[src/rtl/cga_pkg.sv]
// Shared types and constants for the CGA VRAM display fetch path.
package cga_pkg;

  // VRAM is byte addressed; a text cell is one 16-bit word (char, attr).
  localparam int VRAM_AW = 14;
  localparam int WORD_AW = VRAM_AW - 1;
  localparam int PIX_AW  = 19;
  localparam int PAIR_W  = 16;

  typedef enum logic [1:0] {
    IDLE,
    CHAR,
    ATTR,
    STALL
  } fetch_state_e;

  typedef struct packed {
    logic [7:0] chr;
    logic [7:0] attr;
  } fetch_pair_t;

  // Byte address of the first (b=0) or second (b=1) byte of a cell.
  function automatic logic [VRAM_AW-1:0] cell_byte_addr(input logic [WORD_AW-1:0] hi,
                                                        input logic b);
    return {hi, b};
  endfunction

endpackage

[src/rtl/cga_fetch_fifo.sv]
// Two-entry FIFO of fetched byte pairs; push and pop may share a cycle.
module cga_fetch_fifo
  import cga_pkg::*;
(
  input  logic              clk,
  input  logic              reset,
  input  logic              flush,
  input  logic              push,
  input  logic [PAIR_W-1:0] push_data,
  input  logic              pop,
  output logic [PAIR_W-1:0] head,
  output logic [1:0]        count
);

  logic [1:0][PAIR_W-1:0] mem;
  logic                   wr_ptr;
  logic                   rd_ptr;
  logic                   do_push;
  logic                   do_pop;

  // A full FIFO still accepts a push when the head leaves in the same cycle.
  assign do_pop  = pop && (count != 2'd0);
  assign do_push = push && ((count != 2'd2) || do_pop);
  assign head    = mem[rd_ptr];

  // Storage, pointers and occupancy; flush empties and scrubs stale pairs.
  always_ff @(posedge clk) begin
    if (reset || flush) begin
      mem    <= '0;
      wr_ptr <= 1'b0;
      rd_ptr <= 1'b0;
      count  <= 2'd0;
    end else begin
      if (do_push) begin
        mem[wr_ptr] <= push_data;
        wr_ptr      <= ~wr_ptr;
      end
      if (do_pop) rd_ptr <= ~rd_ptr;
      count <= count + {1'b0, do_push} - {1'b0, do_pop};
    end
  end

endmodule

[src/rtl/cga_vram_fetch.sv]
// Display-side VRAM reader: walks the cells of a scanline, issues byte
// reads on the pixel port and hands (char, attr) pairs to the shifter.
// Optional: define CGA_GFX_FETCH_EN to add gfx_mode/odd_line ports for
// interleaved graphics-byte fetch.
module cga_vram_fetch
  import cga_pkg::*;
#(
  parameter int MAX_COLS = 80,
  localparam int COL_W   = $clog2(MAX_COLS + 1)
) (
  input  logic              clk,
  input  logic              reset,
  input  logic              frame_start,
  input  logic              row_advance,
  input  logic              line_start,
  input  logic [12:0]       start_addr,
  input  logic [COL_W-1:0]  hdisp,
`ifdef CGA_GFX_FETCH_EN
  input  logic              gfx_mode,
  input  logic              odd_line,
`endif
  output logic [PIX_AW-1:0] pixel_addr,
  output logic              pixel_read,
  input  logic [7:0]        pixel_data,
  output logic [7:0]        char_out,
  output logic [7:0]        attr_out,
  output logic              out_valid,
  input  logic              out_ready,
  output logic              line_busy
);

  fetch_state_e       state, state_nxt;
  logic [WORD_AW-1:0] row_base;
  logic [WORD_AW-1:0] word_addr;
  logic [WORD_AW-1:0] addr_hi;
  logic [COL_W-1:0]   col;
  logic [COL_W-1:0]   col_inc;
  logic [VRAM_AW-1:0] addr_cur;
  logic [VRAM_AW-1:0] addr_q;
  logic               issue_char, issue_attr;
  logic               rd_char_q, rd_attr_q, rd_last_q;
  logic [7:0]         char_lat;
  logic               last_cell, has_cells;
  logic               flush, push, pop;
  logic [1:0]         occ;
  logic [2:0]         occ_nxt;
  fetch_pair_t        push_pair, head_pair;
  logic [PAIR_W-1:0]  head_bits;

  assign word_addr = row_base + WORD_AW'(col);
  assign col_inc   = col + 1'b1;
  assign last_cell = (col_inc >= hdisp);
  assign has_cells = (hdisp != '0);

  // A restart only throws work away when the previous line is still live.
  assign flush = line_start && line_busy;
  assign push  = rd_attr_q;
  assign pop   = out_valid && out_ready;
  assign occ_nxt = {1'b0, occ} + {2'b00, push} - {2'b00, pop};

  // Upper address bits: text word index, or bank-interleaved graphics row.
  always_comb begin
    addr_hi = word_addr;
`ifdef CGA_GFX_FETCH_EN
    if (gfx_mode) addr_hi = {odd_line, word_addr[WORD_AW-2:0]};
`endif
  end

  assign addr_cur   = cell_byte_addr(addr_hi, issue_attr);
  assign pixel_read = issue_char || issue_attr;
  assign pixel_addr = {{(PIX_AW-VRAM_AW){1'b0}}, pixel_read ? addr_cur : addr_q};

  // Next state and issue strobes. A new CHAR is allowed only if the pair
  // it starts still fits once everything already fetched has landed.
  always_comb begin
    state_nxt  = state;
    issue_char = 1'b0;
    issue_attr = 1'b0;
    unique case (state)
      IDLE: state_nxt = IDLE;
      CHAR: begin
        issue_char = 1'b1;
        state_nxt  = ATTR;
      end
      ATTR: begin
        issue_attr = 1'b1;
        // The pair issued now is still in flight when the next CHAR would go.
        if (last_cell)              state_nxt = IDLE;
        else if (occ_nxt == 3'd0)   state_nxt = CHAR;
        else                        state_nxt = STALL;
      end
      STALL: if (occ_nxt < 3'd2) state_nxt = CHAR;
      default: state_nxt = IDLE;
    endcase
    if (line_start) begin
      if (!has_cells)                      state_nxt = IDLE;
      else if (flush || occ_nxt < 3'd2)    state_nxt = CHAR;
      else                                 state_nxt = STALL;
    end
  end

  // FSM state register.
  always_ff @(posedge clk) begin
    if (reset) state <= IDLE;
    else       state <= state_nxt;
  end

  // Row base: frame_start reloads, row_advance steps by one line of cells.
  always_ff @(posedge clk) begin
    if (reset)            row_base <= '0;
    else if (frame_start) row_base <= start_addr;
    else if (row_advance) row_base <= row_base + WORD_AW'(hdisp);
  end

  // Column counter: cleared per line, bumped once per completed cell.
  always_ff @(posedge clk) begin
    if (reset || line_start) col <= '0;
    else if (issue_attr)     col <= col_inc;
  end

  // Read-return tracking; a restart drops whatever is still in flight.
  always_ff @(posedge clk) begin
    if (reset || line_start) begin
      rd_char_q <= 1'b0;
      rd_attr_q <= 1'b0;
      rd_last_q <= 1'b0;
    end else begin
      rd_char_q <= issue_char;
      rd_attr_q <= issue_attr;
      rd_last_q <= issue_attr && last_cell;
    end
  end

  // Hold the first byte of a pair until its partner returns.
  always_ff @(posedge clk) begin
    if (reset)          char_lat <= '0;
    else if (rd_char_q) char_lat <= pixel_data;
  end

  // Keep the last issued address visible while the port is idle.
  always_ff @(posedge clk) begin
    if (reset)           addr_q <= '0;
    else if (pixel_read) addr_q <= addr_cur;
  end

  // Busy from line_start until the final attr byte has been captured.
  always_ff @(posedge clk) begin
    if (reset)                       line_busy <= 1'b0;
    else if (line_start)             line_busy <= has_cells;
    else if (rd_attr_q && rd_last_q) line_busy <= 1'b0;
  end

  assign push_pair = '{chr: char_lat, attr: pixel_data};

  cga_fetch_fifo u_fifo (
    .clk       (clk),
    .reset     (reset),
    .flush     (flush),
    .push      (push),
    .push_data (push_pair),
    .pop       (pop),
    .head      (head_bits),
    .count     (occ)
  );

  assign head_pair = fetch_pair_t'(head_bits);
  assign char_out  = head_pair.chr;
  assign attr_out  = head_pair.attr;
  assign out_valid = (occ != 2'd0);

endmodule

[config.mk]
export PLATFORM = sky130hd
export DESIGN_NAME = cga_vram_fetch
export DESIGN_NICKNAME = d
export VERILOG_FILES = /design/src/rtl/cga_pkg.sv /design/src/rtl/cga_fetch_fifo.sv /design/src/rtl/cga_vram_fetch.sv
export SDC_FILE = /design/constraint.sdc
export NUM_CORES = 1
export LEC_CHECK = 0
export CAP_MARGIN = 10
export CELL_PAD_IN_SITES_DETAIL_PLACEMENT = 0
export CELL_PAD_IN_SITES_GLOBAL_PLACEMENT = 1
export CORE_MARGIN = 3
export CORE_UTILIZATION = 41
export CTS_BUF_LIST = sky130_fd_sc_hd__clkbuf_8 sky130_fd_sc_hd__clkbuf_16
export DETAILED_ROUTE_END_ITERATION = 8
export HOLD_SLACK_MARGIN = 0.08
export PLACE_DENSITY_LB_ADDON = 0.08
export SLEW_MARGIN = 20
export SYNTH_ARGS = -nofsm -noshare
export SYNTH_HDL_FRONTEND = slang
export SYNTH_SLANG_ARGS = --single-unit
export TNS_END_PERCENT = 20
[constraint.sdc]
create_clock -name clk -period 3.8 [get_ports clk]
set_input_delay 1.14 -clock clk [delete_from_list [all_inputs] [get_ports clk]]
set_output_delay 1.14 -clock clk [all_outputs]
set_load 0.01 [all_outputs]
### Signal wires on met1, run 1

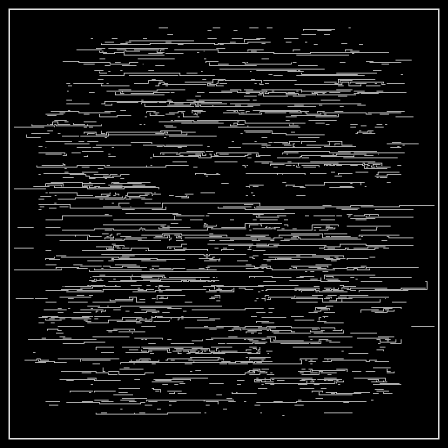
- share of all routed wire: 52%
- main direction: horizontal
- nets with wire on the layer: 602
- longest straight run: 46.0 µm
via count: 3897
final WL: 11460 µm
GR Layer Usage met1: 26.48%

### Signal wires on met2, run 1

Bar = 20 µm.
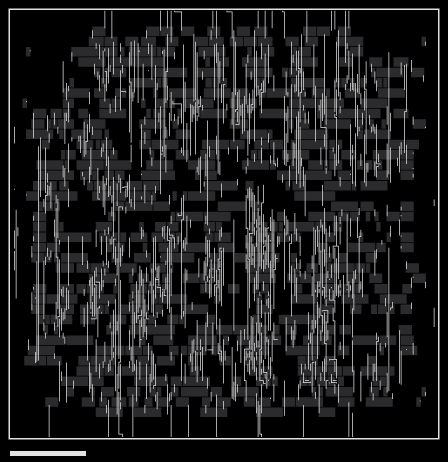
- main direction: vertical
- share of all routed wire: 42%
met2 Usage GRT: 27.49%

==> flow_metrics.py, run 1 <==
# Synthesis and PnR figures
metrics = {
    "die": {
        "io_pins": 72,
        "core_area_mm2": 0.01103,
        "dieArea_mm2": 0.01278,
    },
    "final_timing": {
        "fin_tns_setup_ns": 0,
        "max_freq_mhz": 270.6,
        "slew_headroom_pct": 43.63,
    },
    "global_routing": {
        "grt.busiest_layer": "met2",
        "grt_usage_pct": 18.39,
    },
    "final_layout": {
        "mi_logic_area_mm2": 0.002810,
        "n_clock_buffer": 9,
        "seq_area_mm2": 0.001689,
        "seq_share_pct": 28.88,
        "comb_cells": 392,
    },
    "pwr": {
        "netSwitchingPower_mw": 0.6344,
        "pwr_density_cell_mw_per_mm2": 397.8,
        "seq-power_mw": 0.947,
    },
    "outcome": {
        "status": "finished clean",
    },
    "worst_setup_path": {
        "cpLargestDelayFamily": "buffers and inverters",
        "crit_required_ns": 2.66,
    },
    "run": {
        "cap_violations": 0,
    },
    "synthesis": {
        "yosysWarnings": 0,
        "synthMuxAreaShare_pct": 11.43,
    },
    "clock_tree": {
        "post_cts_resized": 4,
    },
}
### The metal 3 layer, run 1

Bar = 20 µm.
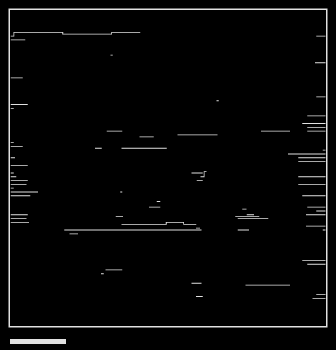
- wire length on this layer: 466 µm
- main direction: horizontal
met3 Use GR: 2.513%

--- run 2 (diff from run 1) ---
--- a/config.mk
+++ b/config.mk
@@ -14,6 +14,7 @@
 export DETAILED_ROUTE_END_ITERATION = 8
 export HOLD_SLACK_MARGIN = 0.08
 export PLACE_DENSITY_LB_ADDON = 0.08
+export SETUP_SLACK_MARGIN = 0.15
 export SLEW_MARGIN = 20
 export SYNTH_ARGS = -nofsm -noshare
 export SYNTH_HDL_FRONTEND = slang
### The metal 3 layer, run 2

Bar = 20 µm.
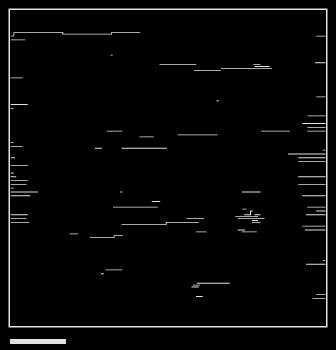
- main direction: horizontal
- wire length on this layer: 503 µm
- share of all routed wire: 4.4%
- longest straight run: 17.9 µm

==> run 2 against run 1 <==
Sequential share of layout area barely moved. Critical path type unchanged. Critical path depth fell by 3. Sequential power barely moved. Largest cell class unchanged.
==> flow_metrics.py, run 2 <==
# Synthesis and PnR figures
metrics = {
    "outcome": {
        "status": "finished clean",
    },
    "synthesis": {
        "yosysWarnings": 0,
    },
    "global_routing": {
        "grtUsageMet2_pct": 27.61,
        "grt_util_met3_pct": 2.513,
        "grt_use_met1_pct": 26.61,
        "grt.busiest_layer": "met2",
    },
    "worst_setup_path": {
        "crit_required_ns": 2.66,
        "cpLargestDelayFamily": "buffers and inverters",
    },
    "final_layout": {
        "seq_area_mm2": 0.001690,
        "comb_cells": 392,
        "seq_share_pct": 28.83,
        "mi_logic_area_mm2": 0.002833,
    },
    "run": {
        "cap_violations": 0,
    },
    "die": {
        "io_pins": 72,
        "dieArea_mm2": 0.01278,
    },
    "pwr": {
        "seq-power_mw": 0.948,
        "pwr_density_cell_mw_per_mm2": 396.3,
    },
    "routing": {
        "routed_wl_um": 11520,
        "dr_total_vias": 3916,
    },
    "final_timing": {
        "max_freq_mhz": 280.8,
        "fin_tns_setup_ns": 0,
        "slew_headroom_pct": 44.65,
    },
}
Power is estimated from default activity; no workload was simulated.
